$ cat src/rtl/alu_result_stage.sv
// Registered result stage behind the combinational ALU. It holds results and NZCV flags in a two-entry
// skid buffer, and it keeps the architectural status register, a sticky overflow bit and a delivered-result count.
module alu_result_stage #(
    parameter int Nbits = 4,
    parameter int CNT_W = 8
) (
    input  logic             CLK,
    input  logic             RESET,
    input  logic             IN_VALID,
    output logic             IN_READY,
    input  logic [Nbits-1:0] IN_RESULT,
    input  logic             IN_CARRY,
    input  logic             IN_OVERFLOW,
    input  logic             IN_NEGATIVE,
    input  logic             IN_ZERO,
    input  logic             IN_UPDATE_FLAGS,
    output logic             OUT_VALID,
    input  logic             OUT_READY,
    output logic [Nbits-1:0] OUT_RESULT,
    output logic [3:0]       OUT_FLAGS,
    output logic [3:0]       STATUS_NZCV,
    output logic             STICKY_OVERFLOW,
    input  logic             CLEAR_STICKY,
    output logic [CNT_W-1:0] RESULT_COUNT,
    output logic [1:0]       DEBUG_STATE
);

    localparam int EW = Nbits + 4;

    typedef enum logic [1:0] {
        ST_EMPTY = 2'd0,
        ST_ONE   = 2'd1,
        ST_FULL  = 2'd2
    } state_t;

    state_t          state_q;
    state_t          state_d;
    logic            accept;
    logic            deliver;
    logic [EW-1:0]   head_q;
    logic [EW-1:0]   skid_q;
    logic [EW-1:0]   in_entry;
    logic [3:0]      status_q;
    logic            sticky_q;
    logic [CNT_W-1:0] count_q;

    // Handshake: a transfer happens on a rising edge where valid and ready are both high. The producer keeps
    // valid and its payload steady until that edge. IN_READY and OUT_VALID depend only on the registered state,
    // so there is no combinational path from OUT_READY to IN_READY.
    assign accept   = IN_VALID & IN_READY;
    assign deliver  = OUT_VALID & OUT_READY;
    assign in_entry = {IN_RESULT, IN_NEGATIVE, IN_ZERO, IN_CARRY, IN_OVERFLOW};

    always_ff @(posedge CLK or posedge RESET) begin
        if (RESET) begin
            state_q <= ST_EMPTY;
        end else begin
            state_q <= state_d;
        end
    end

    always_comb begin
        state_d = state_q;
        case (state_q)
            ST_EMPTY: begin
                if (accept) begin
                    state_d = ST_ONE;
                end
            end
            ST_ONE: begin
                if (accept && !deliver) begin
                    state_d = ST_FULL;
                end else if (!accept && deliver) begin
                    state_d = ST_EMPTY;
                end
            end
            ST_FULL: begin
                if (deliver) begin
                    state_d = ST_ONE;
                end
            end
            default: state_d = ST_EMPTY;
        endcase
    end

    always_comb begin
        IN_READY  = 1'b1;
        OUT_VALID = 1'b0;
        case (state_q)
            ST_EMPTY: begin
                IN_READY  = 1'b1;
                OUT_VALID = 1'b0;
            end
            ST_ONE: begin
                IN_READY  = 1'b1;
                OUT_VALID = 1'b1;
            end
            ST_FULL: begin
                IN_READY  = 1'b0;
                OUT_VALID = 1'b1;
            end
            default: begin
                IN_READY  = 1'b1;
                OUT_VALID = 1'b0;
            end
        endcase
    end

    // The head is zeroed when it drains, so the outputs read 0 whenever the stage is empty.
    always_ff @(posedge CLK or posedge RESET) begin
        if (RESET) begin
            head_q <= '0;
            skid_q <= '0;
        end else begin
            case (state_q)
                ST_EMPTY: begin
                    if (accept) begin
                        head_q <= in_entry;
                    end
                end
                ST_ONE: begin
                    if (accept && deliver) begin
                        head_q <= in_entry;
                    end else if (accept) begin
                        skid_q <= in_entry;
                    end else if (deliver) begin
                        head_q <= '0;
                    end
                end
                ST_FULL: begin
                    if (deliver) begin
                        head_q <= skid_q;
                        skid_q <= '0;
                    end
                end
                default: begin
                    head_q <= '0;
                    skid_q <= '0;
                end
            endcase
        end
    end

    // Status follows accepted results, not delivered ones, so back-pressure never delays it.
    always_ff @(posedge CLK or posedge RESET) begin
        if (RESET) begin
            status_q <= 4'b0000;
        end else if (accept && IN_UPDATE_FLAGS) begin
            status_q <= {IN_NEGATIVE, IN_ZERO, IN_CARRY, IN_OVERFLOW};
        end
    end

    // If a set and a clear arrive in the same cycle, the set wins.
    always_ff @(posedge CLK or posedge RESET) begin
        if (RESET) begin
            sticky_q <= 1'b0;
        end else if (accept && IN_UPDATE_FLAGS && IN_OVERFLOW) begin
            sticky_q <= 1'b1;
        end else if (CLEAR_STICKY) begin
            sticky_q <= 1'b0;
        end
    end

    always_ff @(posedge CLK or posedge RESET) begin
        if (RESET) begin
            count_q <= '0;
        end else if (deliver) begin
            count_q <= count_q + {{(CNT_W-1){1'b0}}, 1'b1};
        end
    end

    assign OUT_RESULT      = head_q[EW-1:4];
    assign OUT_FLAGS       = head_q[3:0];
    assign STATUS_NZCV     = status_q;
    assign STICKY_OVERFLOW = sticky_q;
    assign RESULT_COUNT    = count_q;
    assign DEBUG_STATE     = state_q;

endmodule

$ cat config.mk
export PLATFORM = sky130hd
export DESIGN_NAME = alu_result_stage
export DESIGN_NICKNAME = d
export VERILOG_FILES = /design/src/rtl/alu_result_stage.sv
export SDC_FILE = /design/constraint.sdc
export NUM_CORES = 1
export LEC_CHECK = 0
export ABC_AREA = 1
export CORE_MARGIN = 10
export CORE_UTILIZATION = 45
export DETAILED_ROUTE_END_ITERATION = 10
export HOLD_SLACK_MARGIN = 0.12
export PLACE_DENSITY = 0.74
export SLEW_MARGIN = 20
export SYNTH_ARGS = -nofsm -noshare
export SYNTH_HDL_FRONTEND = slang
export SYNTH_SLANG_ARGS = --single-unit
$ cat constraint.sdc
create_clock -name CLK -period 4.15 [get_ports CLK]
set_clock_uncertainty 0.2 [all_clocks]
set_input_delay 0.415 -clock CLK [delete_from_list [all_inputs] [get_ports CLK]]
set_output_delay 0.415 -clock CLK [all_outputs]
set_load 0.05 [all_outputs]
==> run summary, run 1 <==
impl run done, here's what came out: power per cell area=between 800 and 900 nW/um2, Post-DP Area=approximately 2200 um2, Yosys chip area=1760 um2, CTS root buffer=clkbuf_8, FF+latch count, synth=31, crit path max fanout=12, Synth cell types=27, Syn Area/Cell=between 7 and 8 um2, Clk pwr share=13.9%, P_seq=around 500 uW, Syn. warnings=0, floorplan utilization=a little under half, total core area=around 3700 um2, worst hold slack=274 ps, Crit. End Element=primary output, Die X=about 82 um, vias in the first global route=between 1.5k and 2k, cell type with the largest total area=dfrtp_1, type of origin of the critical path=flop, Data required, critical path=about 3500 ps, run status=completed, TritonCTS Buffers=5, Final #Nets=roughly 290, min cycle time layout=about 2800 ps, GRT Residual Overflow=0, main area contributors=dfrtp_1, nand2_1, inv_1, RSZ-0062 raised after global routing=no, Power Clock=260 uW, crit path DAT=about 2200 ps, Post-Place Worst Slack=around 1700 ps, Setup TNS Final=0 ps, highest-power group=combinational logic, Seq/Total Area, Yosys=between 40% and 50%, post-route cell area=approximately 2300 um2, CTS tree=done, Max Slew Vio Count=0, type of the worst setup path=reg2out, Async S/R FF share, synth=100%, GPL Wtd Cong=approximately 0.75
## run 1: logic make-up (layout without fill, tap and decap cells)
family	count (synthesis)	count (layout)	synth area share [%]
AOI/OAI and AO/OA	16	16	5.56
xor gates and xnor gates	2	2	0.997
adders and majority gates	8	8	5.70
buffers and inverters	39	82	9.12
DFF	31	31	44.2
and+or+nand+nor	129	129	34.5
## run 1: critical path: stages (launching register included)
cell and delay (ps):
dfrtp_1 450, inv_1 90, ha_1 390, inv_2 130, clkdlybuf4s50_1 810
## run 1: state kept, by name, indices dropped and copies added (netlist names)
name,count
DEBUG_STATE,2
RESULT_COUNT,8
STATUS_NZCV,4
STICKY_OVERFLOW,1
head_q,8
skid_q,8
## run 1: final timing paths
| kind | start | to | slack, ps | depth (start not counted) |
|---|---|---|---|---|
| max in group asynchronous | RESET | skid_q[0] | 3150 | 3 |
| hold / removal | STATUS_NZCV[0] | STATUS_NZCV[0] | 270 | 2 |
| setup reg to reg | DEBUG_STATE[0] | head_q[5] | 1620 | 12 |
| setup / recovery | DEBUG_STATE[0] | IN_READY | 1380 | 4 |
| min in group asynchronous | RESET | head_q[7] | 320 | 3 |
| hold reg to reg | STATUS_NZCV[0] | STATUS_NZCV[0] | 270 | 2 |
## run 1: layer usage
layer	vias to the layer above	wire (um)	global-route usage, %
met2	35	1870	20.8
met3	5	323	5.18
met5	-	0	0
met4	0	49	5.61
li1	778	-	-
met1	703	1720	15.1
## run 1: area by class of cell
| type | count | area (um2) | share of cell area, % |
|---|---|---|---|
| repair buffers | 39 | 388 | 17.0 |
| clock buffers | 8 | 100 | 4.40 |
| inverters | 35 | 131 | 5.77 |
| multi-input cells | 155 | 821 | 36.1 |
| flip-flops and latches | 31 | 776 | 34.1 |
| well taps | 48 | 60.1 | 2.64 |
==> run_1/congestion.png <==
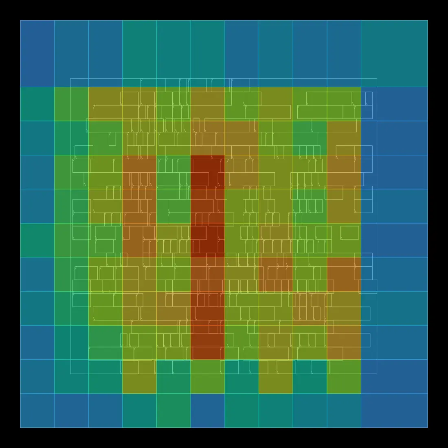
Finished Core Util: 61.2%
grt peak-use layer: met2
Routed wire per std cell: 12.5 um
met3 usage: 5.18%

==> run_1/power_grid.png <==
(4 px per um) Pins as bars on the die edge.
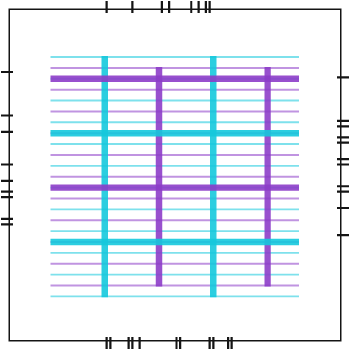
| net | colour |
|---|---|
| VSS | cyan |
| VDD | purple |
met4 straps: 4
signal pins: 39
met1 rails: 23

==> run_1/clk_routes.png <==
(6 px per um)
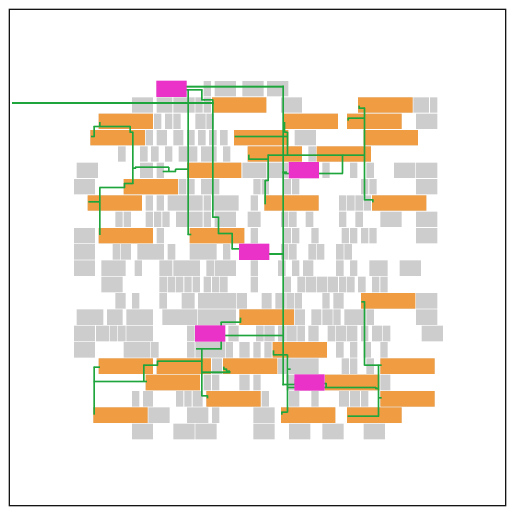
[clock wires] green | length: 423 um
[flip-flops] orange | count: 31
[clock drivers] magenta | count: 5
routed clock nets: 6

==> run_1/flops_by_reg.png <==
(6 px per um) Other sequential cells in the stronger grey, the rest of the logic in the fainter grey.
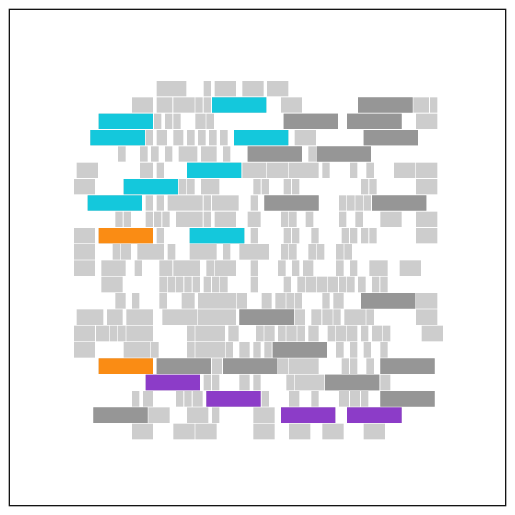

==> run 2: changes to the inputs <==
PLACE_DENSITY = 0.77   (was 0.74)
clock period = 2.5 ns   (was 4.15 ns; I/O delays follow)
==> run_2/flops_by_reg.png <==
(6 px per um) Other sequential cells in the stronger grey, the rest of the logic in the fainter grey.
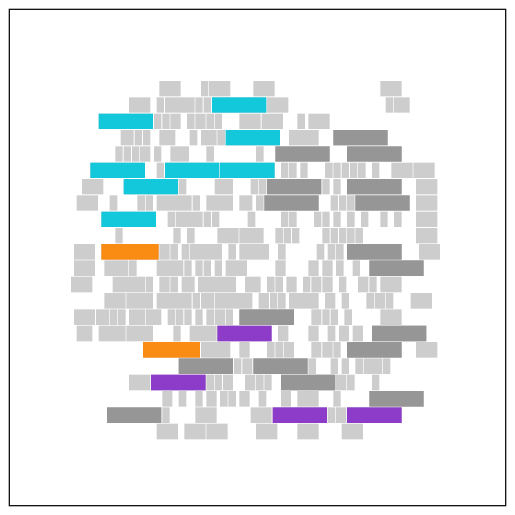
| name in the netlist | colour | flops |
|---|---|---|
| `STATUS_NZCV` | purple | 4 |
| `DEBUG_STATE` | orange | 2 |
| `RESULT_COUNT` | cyan | 8 |
not coloured: 17

==> run_2/congestion.png <==
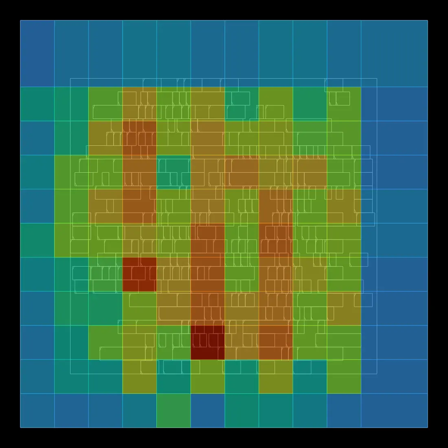
Finished Core Util: 61.3%
met1 Use GR: 16.1%
GRT Overall Usage: 12.8%
Routed wire per std cell: 12.0 um

==> run_2/placement_by_type.png <==
(6 px per um) Fill, decap, tap and diode cells in grey.
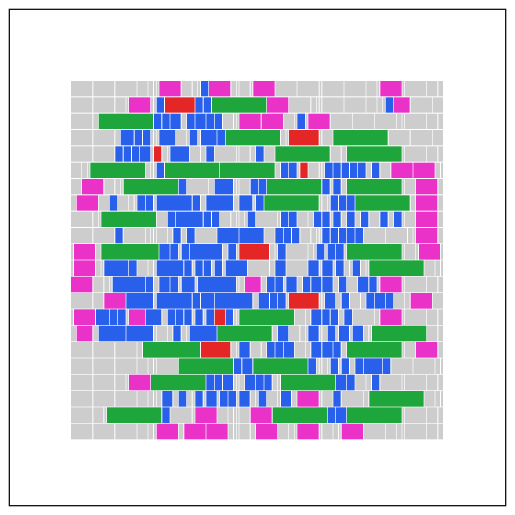
| class | colour | cells | share of their area |
|---|---|---|---|
| flops | green | 31 | 35% |
| other buffers and delay cells | magenta | 41 | 18% |
| clock drivers and dummy loads | red | 8 | 3.7% |
| combinational and other logic | blue | 190 | 43% |

==> run 2 against run 1 <==
  * Utilization about the same
  * Global-route usage down 0.26 points
  * Cell count up 0.63%
  * Die size unchanged
  * Clock power up 41%
  * Power up 64%
  * Register-to-register slack worse by 1300 ps
  * Combinational power up 68%
  * Via count down 1.8%
  * Setup slack worse by 1300 ps
  * Critical path type unchanged
  * Critical endpoint is now OUT_VALID
  * Largest power group unchanged
  * Highest routed layer unchanged
==> run summary, run 2 <==
impl run done, here's what came out: CTS root buffer=clkbuf_8 (unchanged), floorplan utilization=47.3% (unchanged), vias in the first global route=1,487 (was 1,520), Post-Place Worst Slack=221 ps (was 1660 ps), RSZ-0062 raised after global routing=no (unchanged), most instantiated logic cell after routing=nand2_1 (unchanged), GPL Wtd Cong=0.855 (was 0.753), Data required, critical path=2050 ps (was 3530 ps), min cycle time layout=between 2000 and 2500 ps, worst hold slack=153 ps (was 274 ps), crit path DAT=1940 ps (was 2150 ps), crit path cell chain=inv_1, ha_2, clkdlybuf4s50_1 (was inv_1, ha_1, inv_2, clkdlybuf4s50_1), Worst path slowest cell=clkdlybuf4s50_1 (unchanged), drt drc=0 (unchanged), run status=completed (unchanged), Leak=0.00119 uW (was 0.00120 uW), Iteration-0 DRC Markers=95 (was 65), Seq/Total Area, Yosys=44.2% (unchanged), Setup TNS Final=0 ps (unchanged), GRT Residual Overflow=0 (unchanged), Syn. warnings=0 (unchanged), Die X=82.5 um (unchanged), main area contributors=dfrtp_1, nand2_1, inv_1 (unchanged), type of origin of the critical path=flop (unchanged), Max Slew Vio Count=0 (unchanged), crit path max fanout=6 (was 12), type of the worst setup path=reg2out (unchanged), power per cell area=1350 nW/um2 (was 822 nW/um2), Clk pwr share=12.0% (was 13.9%), Post-DP Area=2190 um2 (was 2180 um2), Async S/R FF share, synth=100% (unchanged), reg2reg path depth=10 (was 12), TritonCTS Buffers=5 (unchanged), post-route cell area=2280 um2 (about the same), Worst R2R Start=DEBUG_STATE[0] (unchanged), total core area=3720 um2 (unchanged), FP Rows=22 (unchanged), CTS tree=done (unchanged), reg-to-reg endpoint=head_q[2] (was head_q[5]), cell type with the largest total area=dfrtp_1 (unchanged), Yosys chip area=1760 um2 (unchanged), FF+latch count, synth=31 (unchanged), Synth cell types=27 (unchanged), Final #Nets=291 (was 289), Crit. End Element=primary output (unchanged)
[run 2: worst max path at each step]
stage / from / to / cells after the start
3_3_place_gp: DEBUG_STATE[0] / head_q[7] / 10
2_1_floorplan: DEBUG_STATE[1] / DEBUG_STATE[1] / 8
4_1_cts: DEBUG_STATE[0] / OUT_VALID / 3
3_5_place_dp: DEBUG_STATE[0] / head_q[0] / 11
6_report: DEBUG_STATE[0] / OUT_VALID / 3
5_1_grt: DEBUG_STATE[1] / OUT_VALID / 3
[run 2: power by group through the flow]
stage	clock network, uW	registers, uW	logic [uW]
4_1_cts	379	839	1890
6_report	367	838	1860
3_3_place_gp	0	842	1840
2_1_floorplan	0	1250	950
3_5_place_dp	0	845	1870
5_1_grt	401	873	2060
[run 2: cell type report]
type	count	area, um2	area share [%]
Clock inverter	1	5.00	0.220
Multi-Input combinational cell	155	826	36.3
Clock buffer	7	76.3	3.35
Timing Repair Buffer	41	400	17.6
Sequential cell	31	778	34.2
Tap cell	48	60.1	2.64
Inverter	35	131	5.77
[run 2: metal layers]
layer	global-route usage, %	share of wire [%]
met5	0	0
met1	16.1	46
met3	4.64	6.9
met2	19.4	46
met4	4.93	1.6
[run 2: what timing repair did]
| item | CTS | global route |
|---|---|---|
| resized | 0 | 1 |
| buffers inserted | 0 | 0 |
| setup endpoints to repair | 0 | 4 |
[run 2: worst max-delay path: cells and delay by family, from the launching register on]
kind | cells | cell delay, ps
DFF | 1 | 420
adders and majority gates | 1 | 350
buffers and inverters | 2 | 890
[run 2: kinds of logic after synthesis]
| group | count (synthesis) | synth area share [%] |
|---|---|---|
| xor+xnor | 2 | 0.997 |
| flops | 31 | 44.2 |
| fa+ha+maj | 8 | 5.70 |
| compound gates | 16 | 5.56 |
| buf+inv | 39 | 9.12 |
| simple gates | 129 | 34.5 |
No activity file was given, so power comes from the tool's default toggle rates.
